### src/rtl/fetch_unit.sv
// Instruction fetch unit: sequential PC generator with a single-cycle memory
// interface and a first-word fall-through prefetch buffer with redirect/hold.
module fetch_unit #(
   parameter int          ADDR_W   = 32,
   parameter int          INSTR_W  = 16,
   parameter int          DEPTH    = 4,
   parameter int unsigned RESET_PC = 32'd32
) (
   input  logic                       clk,
   input  logic                       rst,
   input  logic                       redirect_i,
   input  logic [ADDR_W-1:0]          redirect_pc_i,
   input  logic                       hold_i,
   output logic                       imem_req_o,
   output logic [ADDR_W-1:0]          imem_addr_o,
   input  logic [INSTR_W-1:0]         imem_rdata_i,
   output logic                       instr_valid_o,
   output logic [INSTR_W-1:0]         instr_o,
   output logic [ADDR_W-1:0]          instr_pc_o,
   input  logic                       instr_ready_i,
   output logic [$clog2(DEPTH+1)-1:0] fifo_count_o
);

   localparam int CNT_W = $clog2(DEPTH + 1);
   localparam int PTR_W = $clog2(DEPTH);

   logic [ADDR_W-1:0]  pc_q,       pc_d;
   logic               inflight_q, inflight_d;
   logic [ADDR_W-1:0]  req_pc_q,   req_pc_d;
   logic [CNT_W-1:0]   count_q,    count_d;
   logic [PTR_W-1:0]   wr_ptr_q,   wr_ptr_d;
   logic [PTR_W-1:0]   rd_ptr_q,   rd_ptr_d;
   logic [INSTR_W-1:0] buf_instr_q [DEPTH];
   logic [INSTR_W-1:0] buf_instr_d [DEPTH];
   logic [ADDR_W-1:0]  buf_pc_q    [DEPTH];
   logic [ADDR_W-1:0]  buf_pc_d    [DEPTH];

   logic               req_s;
   logic               push_s;
   logic               pop_s;
   logic [CNT_W:0]     credit_used_s;

   // Request/credit, push/pop decisions and externally visible outputs
   always_comb begin
      // Credit counts the word in flight so a returning word always has a slot.
      credit_used_s = {1'b0, count_q} + {{CNT_W{1'b0}}, inflight_q};
      req_s         = rst & ~hold_i & ~redirect_i
                      & (credit_used_s < (CNT_W + 1)'(DEPTH));
      push_s        = inflight_q & ~redirect_i;
      pop_s         = (count_q != {CNT_W{1'b0}}) & instr_ready_i & ~redirect_i;

      imem_req_o    = req_s;
      imem_addr_o   = pc_q;
      instr_valid_o = (count_q != {CNT_W{1'b0}});
      instr_o       = buf_instr_q[rd_ptr_q];
      instr_pc_o    = buf_pc_q[rd_ptr_q];
      fifo_count_o  = count_q;
   end

   // Next-state for PC, in-flight tracking, pointers, occupancy and storage
   always_comb begin
      pc_d        = pc_q;
      inflight_d  = req_s;
      req_pc_d    = req_pc_q;
      count_d     = count_q;
      wr_ptr_d    = wr_ptr_q;
      rd_ptr_d    = rd_ptr_q;
      buf_instr_d = buf_instr_q;
      buf_pc_d    = buf_pc_q;

      if (req_s) begin
         req_pc_d = pc_q;
      end else begin
         req_pc_d = req_pc_q;
      end

      if (redirect_i) begin
         pc_d     = redirect_pc_i;
         count_d  = {CNT_W{1'b0}};
         wr_ptr_d = {PTR_W{1'b0}};
         rd_ptr_d = {PTR_W{1'b0}};
      end else begin
         if (req_s) begin
            pc_d = pc_q + ADDR_W'(1);
         end else begin
            pc_d = pc_q;
         end

         if (push_s) begin
            buf_instr_d[wr_ptr_q] = imem_rdata_i;
            buf_pc_d[wr_ptr_q]    = req_pc_q;
            wr_ptr_d              = wr_ptr_q + PTR_W'(1);
         end else begin
            wr_ptr_d = wr_ptr_q;
         end

         if (pop_s) begin
            rd_ptr_d = rd_ptr_q + PTR_W'(1);
         end else begin
            rd_ptr_d = rd_ptr_q;
         end

         case ({push_s, pop_s})
            2'b10:   count_d = count_q + CNT_W'(1);
            2'b01:   count_d = count_q - CNT_W'(1);
            default: count_d = count_q;
         endcase
      end
   end

   // State registers with asynchronous active-low reset
   always_ff @(posedge clk or negedge rst) begin
      if (!rst) begin
         pc_q       <= ADDR_W'(RESET_PC);
         inflight_q <= 1'b0;
         req_pc_q   <= {ADDR_W{1'b0}};
         count_q    <= {CNT_W{1'b0}};
         wr_ptr_q   <= {PTR_W{1'b0}};
         rd_ptr_q   <= {PTR_W{1'b0}};
         for (int i = 0; i < DEPTH; i++) begin
            buf_instr_q[i] <= {INSTR_W{1'b0}};
            buf_pc_q[i]    <= {ADDR_W{1'b0}};
         end
      end else begin
         pc_q        <= pc_d;
         inflight_q  <= inflight_d;
         req_pc_q    <= req_pc_d;
         count_q     <= count_d;
         wr_ptr_q    <= wr_ptr_d;
         rd_ptr_q    <= rd_ptr_d;
         buf_instr_q <= buf_instr_d;
         buf_pc_q    <= buf_pc_d;
      end
   end

endmodule

### config.mk
export PLATFORM = sky130hd
export DESIGN_NAME = fetch_unit
export DESIGN_NICKNAME = d
export VERILOG_FILES = /design/src/rtl/fetch_unit.sv
export SDC_FILE = /design/constraint.sdc
export NUM_CORES = 1
export LEC_CHECK = 0
export CORE_MARGIN = 4
export CORE_UTILIZATION = 40
export DETAILED_ROUTE_END_ITERATION = 6
export MAX_ROUTING_LAYER = met4
export SLEW_MARGIN = 25
export SYNTH_ARGS = -nofsm -noshare
export SYNTH_HDL_FRONTEND = slang
export SYNTH_SLANG_ARGS = --single-unit
### constraint.sdc
create_clock -name clk -period 2.3 [get_ports clk]
set_input_delay 0.46 -clock clk [delete_from_list [all_inputs] [get_ports clk]]
set_output_delay 0.46 -clock clk [all_outputs]
set_load 0.02 [all_outputs]
**Run 1: sequential cells colored by netlist name**

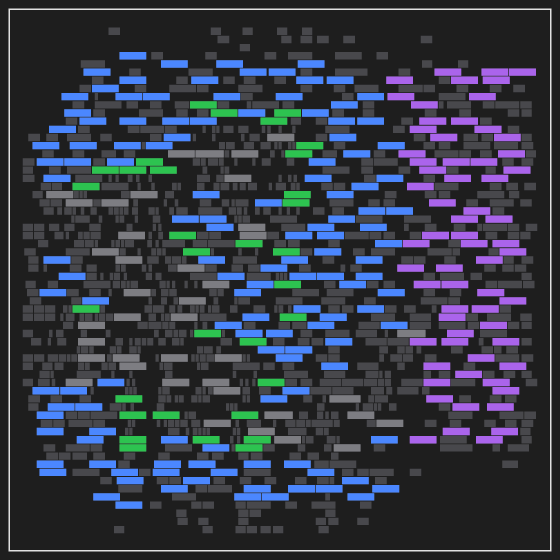
buf_pc_q: shown in blue, flops 128. req_pc_q: shown in green, flops 32. buf_instr_q: shown in purple, flops 64.
Another 40 sequential cells are not colored.

**Run 1: the clock network**

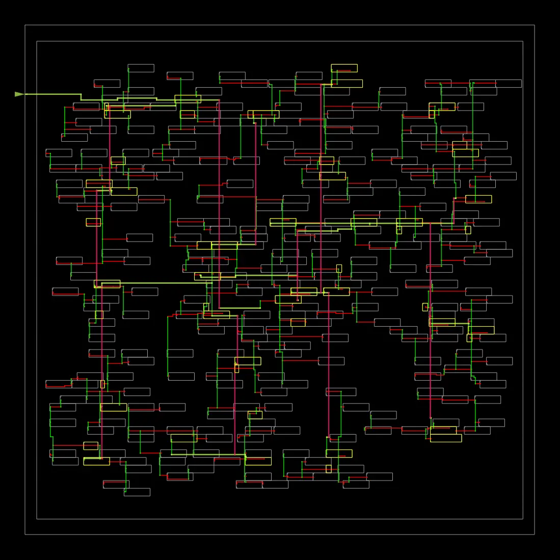
clk ins delay skew pair: 0.54 ns
Setup Skew: 0.01435 ns
clock network power: 4670 uW
CTS Sinks: 264

**Run 1: signal wires on met1**

Supply wires on this layer in gray.
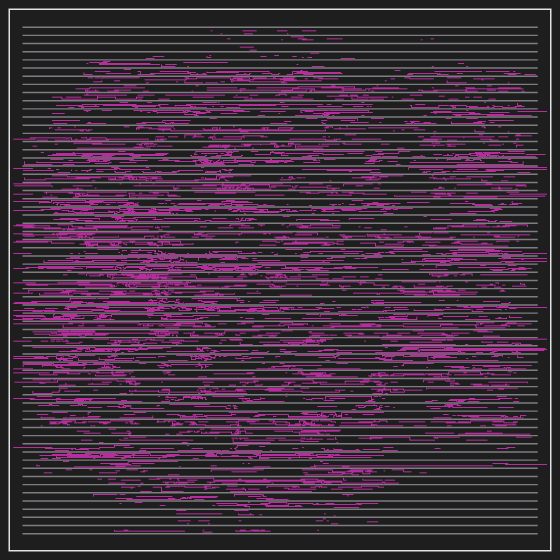
The layer carries 13900 um of wire. 997 nets have wire on it. The layer holds 47% of the routed length.

**Run 1: power grid**

Pins as bars on the die edge.
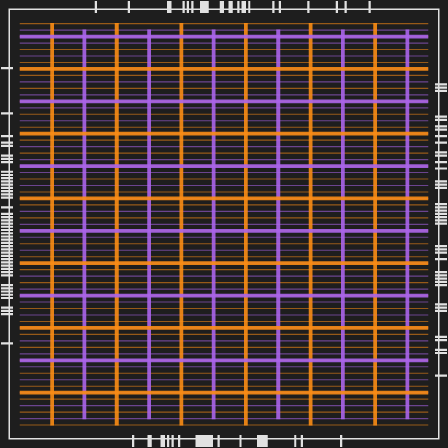
VSS: shown in orange. VDD: shown in purple.
12 straps on met4. 138 signal pins sit on the boundary. The core has 62 rows.

==> results_dict.tcl, run 1 <==
# flow metrics
set metrics [dict create \
    yosysMostFrequentCell "dfrtp_1" \
    die_w_um 179.8 \
    reg2regPathDepth 6 \
    yosys_most_used_dff "dfrtp_1" \
    grtUsageTotal_pct 18.55 \
    io_pins 138 \
    design_area_um2 15100 \
    crit_top_cell "buf_6" \
    hpwl_um 19110 \
    synth_cell_types 51 \
    dieHeight_um 179.8 \
    cap_violations 0 \
    holdCritPathClass "in -> async" \
    critPathTopFamily "multiplexers" \
    arrival_ns 2.02 \
    top_area_share_pct 55.74 \
    ys_area_um2 11810 \
    area_leaders "dfrtp_1, mux2_2, mux4_2, nand2_1, nand3_1" \
    placeableCoreArea_um2 28940 \
    grt_max_degree 159 \
    floorplan.nets 935 \
    start_kind "register" \
    r2r_setup_slack_ns 0.11 \
    drive_gt1_share_pct 39.21 \
    nNetsFinal 1103 \
    grt_pass1_vias 8191 \
    cp_cell_sequence "buf_6, buf_12, mux4_2, buf_6" \
    hold_buffers 0 \
    critical_path_class "reg -> out" \
    drtAntennaViolNets 0 \
    grt_overflow 0 \
    worstMarginPinSlew_ns 0.9991 \
    path_clk_slew_ns 0.06 \
    cp_max_fo 8 \
    setup_ws_ns -0.1793 \
    status "finished with violations" \
    clock_power_share_pct 28.0 \
    violations "negative setup slack" \
    slew_viol_final 0 \
    slew_headroom_pct 33.39 \
    finalSetupViolCount 45 \
    p_per_area_nw_per_um2 1105 \
    synth.cell_area_um2 11810 \
    vias_per_cell 5.292 \
    syn_inst 876 \
    cts_htree_levels 1 \
    drtIter0Drc 573 \
    warning_count 33 \
    cp-end-kind "output pin" \
    synth_seq_share_pct 55.96 \
    crit_slowest_cell "mux4_2" \
    critical_path_depth 4 \
    comb-power_uw 5680 \
    num_vias 7674 \
    seq-power_uw 6340 \
    cts-root-buf "clkbuf_16" \
    final_common_cell "dfrtp_1" \
    wirelength_um 29330 \
    fp_util_pct 40.81 \
    clockBufferDepth 3 \
    register_area_um2 6614 \
    hold_viol 0 \
]
[run 1: final cells by class]
class	count	share of cell area, %
Sequential cell	264	43.79
Inverter	12	0.3148
Timing Repair Buffer	191	13.57
Clock buffer	41	5.700
Clock inverter	12	0.7456
Tap cell	384	3.181
Multi-Input combinational cell	546	32.69
[run 1: sequential cells by signal (all words and copies together), names as in the netlist]
register / cells
buf_instr_q: 64
buf_pc_q: 128
imem_addr_o: 32
req_pc_q: 32
rd_ptr_q: 2
inflight_q: 1
wr_ptr_q: 2
fifo_count_o: 3
[run 1: metrics by stage]
stage | std cells | util (%) | setup slack [ns]
5_1_grt | 1450 | 52.19 | -0.2188
6_report | 1450 | 52.19 | -0.1793
4_1_cts | 1453 | 52.27 | -0.2276
3_5_place_dp | 1389 | 48.13 | -0.4925
2_1_floorplan | 876 | - | 0.04722
3_3_place_gp | 1389 | 48.13 | -0.5012
[run 1: worst register-to-register path, cell delays in order, from the launching register on]
cell,delay [ns]
dfrtp_1,0.39
or4b_4,0.52
a31o_4,0.25
buf_4,0.28
nor2_1,0.21
a21oi_1,0.08
a221o_2,0.34
[run 1: timing repair]
action | CTS | global route
cloned | 3 | 1
setup buffers | 8 | 0
gates resized | 291 | 21
endpoints found under the setup margin | 51 | 54
[run 1: metal layers]
metal,share of wire (%),vias up,GRT usage [%]
li1,-,3535,-
met1,47,3927,26.47
met5,0,-,-
met3,3.9,31,2.546
met4,1.9,0,3.840
met2,47,181,28.77
[run 1: kinds of logic after synthesis]
logic type	after synthesis	share of synthesized area (%)
AND-OR/OR-AND	66	3.878
adder cells (fa/ha/maj)	6	0.6994
XOR/XNOR	7	0.5192
flip-flops	264	55.96
multiplexers	242	27.64
AND/OR/NAND/NOR	225	8.869
buffers and inverters	66	2.437
==> run 2, diff against run 1 <==
--- a/config.mk
+++ b/config.mk
@@ -6,4 +6,5 @@
 export NUM_CORES = 1
 export LEC_CHECK = 0
+export CORE_ASPECT_RATIO = 0.9
 export CORE_MARGIN = 4
 export CORE_UTILIZATION = 40
==> constraint.sdc (replaced) <==
create_clock -name clk -period 2.3 [get_ports clk]
set_input_delay 0.345 -clock clk [delete_from_list [all_inputs] [get_ports clk]]
set_output_delay 0.345 -clock clk [all_outputs]
set_load 0.02 [all_outputs]
==> results_dict.tcl, run 2 <==
# flow metrics
set metrics [dict create \
    top_area_share_pct 55.74 \
    worstMarginPinSlew_ns 0.9083 \
    setup_ws_ns -0.08430 \
    fin_skew_ns 0.01067 \
    synth.cell_area_um2 11810 \
    cts_sinks 264 \
    num_vias 7734 \
    path_clk_slew_ns 0.06 \
    drive_gt1_share_pct 38.60 \
    ys_area_um2 11810 \
    grt_max_degree 158 \
    io_pins 138 \
    wirelength_um 28440 \
    floorplan.nets 935 \
    finalSetupViolCount 31 \
    dieHeight_um 171.0 \
    preCtsSetupSlack_ns -0.3377 \
    arrival_ns 2.04 \
    status "finished with violations" \
    start_kind "register" \
    drtIter0Drc 383 \
    area_leaders "dfrtp_1, mux2_2, mux4_2, nand2_1, nand3_1" \
    violations "negative setup slack" \
    cts-root-buf "clkbuf_16" \
    layout.cells.non_filler 1466 \
    critical_path_class "reg -> out" \
    nNetsFinal 1106 \
    ctsResizeCount 303 \
    cp-end-kind "output pin" \
    dp.cells 1404 \
    p_per_area_nw_per_um2 1088 \
    final_util_pct 52.33 \
    clkLatencyLatePin_ns 0.55 \
    yosysMostFrequentCell "dfrtp_1" \
    synth_cell_types 51 \
    design_area_um2 15180 \
    synth_seq_share_pct 55.96 \
    grt_pass1_vias 8014 \
    hold_viol 0 \
    die_w_um 189.1 \
    hold_buffers 1 \
]
[run 2: cell counts after synthesis]
Identical to the previous run, type by type.
[run 2: cell type report]
cell class | instances | share of cell area, %
timing repair buffer | 194 | 13.94
clock buffer | 47 | 5.818
clock inverter | 7 | 0.5192
sequential | 264 | 43.56
multi-input combinational | 546 | 32.59
tap | 396 | 3.264
inverter | 12 | 0.3132
[run 2: power by group through the flow]
stage,combinational [uW],clock [uW],sequential [uW]
5_1_grt,5900,4920,6540
3_5_place_dp,5220,0,6440
2_1_floorplan,2990,0,6240
4_1_cts,5700,4730,6390
6_report,5510,4610,6390
3_3_place_gp,5150,0,6420
[run 2: routing by layer]
layer	wire length (um)	up-vias	global-route usage [%]	part of all wire, %
met1	14380	3948	28.12	51
li1	-	3552	-	-
met4	314	0	2.661	1.1
met5	0	-	-	0
met3	1384	35	2.958	4.9
met2	12370	199	26.80	43
[run 2: path summary, 6_finish.rpt]
path                                 start               to  slack (ns)  depth (start not counted)
min                                    rst  buf_instr_q[48]        0.03                          3
min reg2reg                   buf_pc_q[26]     buf_pc_q[26]        0.50                          1
min in group clk                redirect_i  fifo_count_o[2]        0.17                          3
max in group asynchronous              rst     buf_pc_q[75]        1.05                          4
max reg2reg                fifo_count_o[2]  imem_addr_o[21]        0.06                          8
max                            rd_ptr_q[0]   instr_pc_o[20]       -0.08                          3
[run 2: cell families after synthesis]
| family | synth area share (%) |
|---|---|
| flops | 55.96 |
| mux | 27.64 |
| fa+ha+maj | 0.6994 |
| xor+xnor | 0.5192 |
| compound gates | 3.878 |
| buf+inv | 2.437 |
| simple gates | 8.869 |
[run 2: critical path, stage by stage, from the launching register on]
cell	delay, ns
dfrtp_4	0.55
buf_12	0.19
mux4_2	0.58
buf_6	0.17
**Run 2: power grid**

Pins as bars on the die edge.
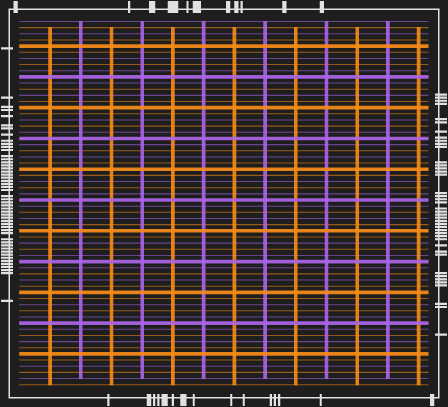
VDD: shown in purple. VSS: shown in orange.
138 signal pins sit on the boundary. 60 met1 rails follow the rows. 11 straps on met5. 13 straps on met4. The core has 59 rows.

No activity file was given, so power comes from the tool's default toggle rates.
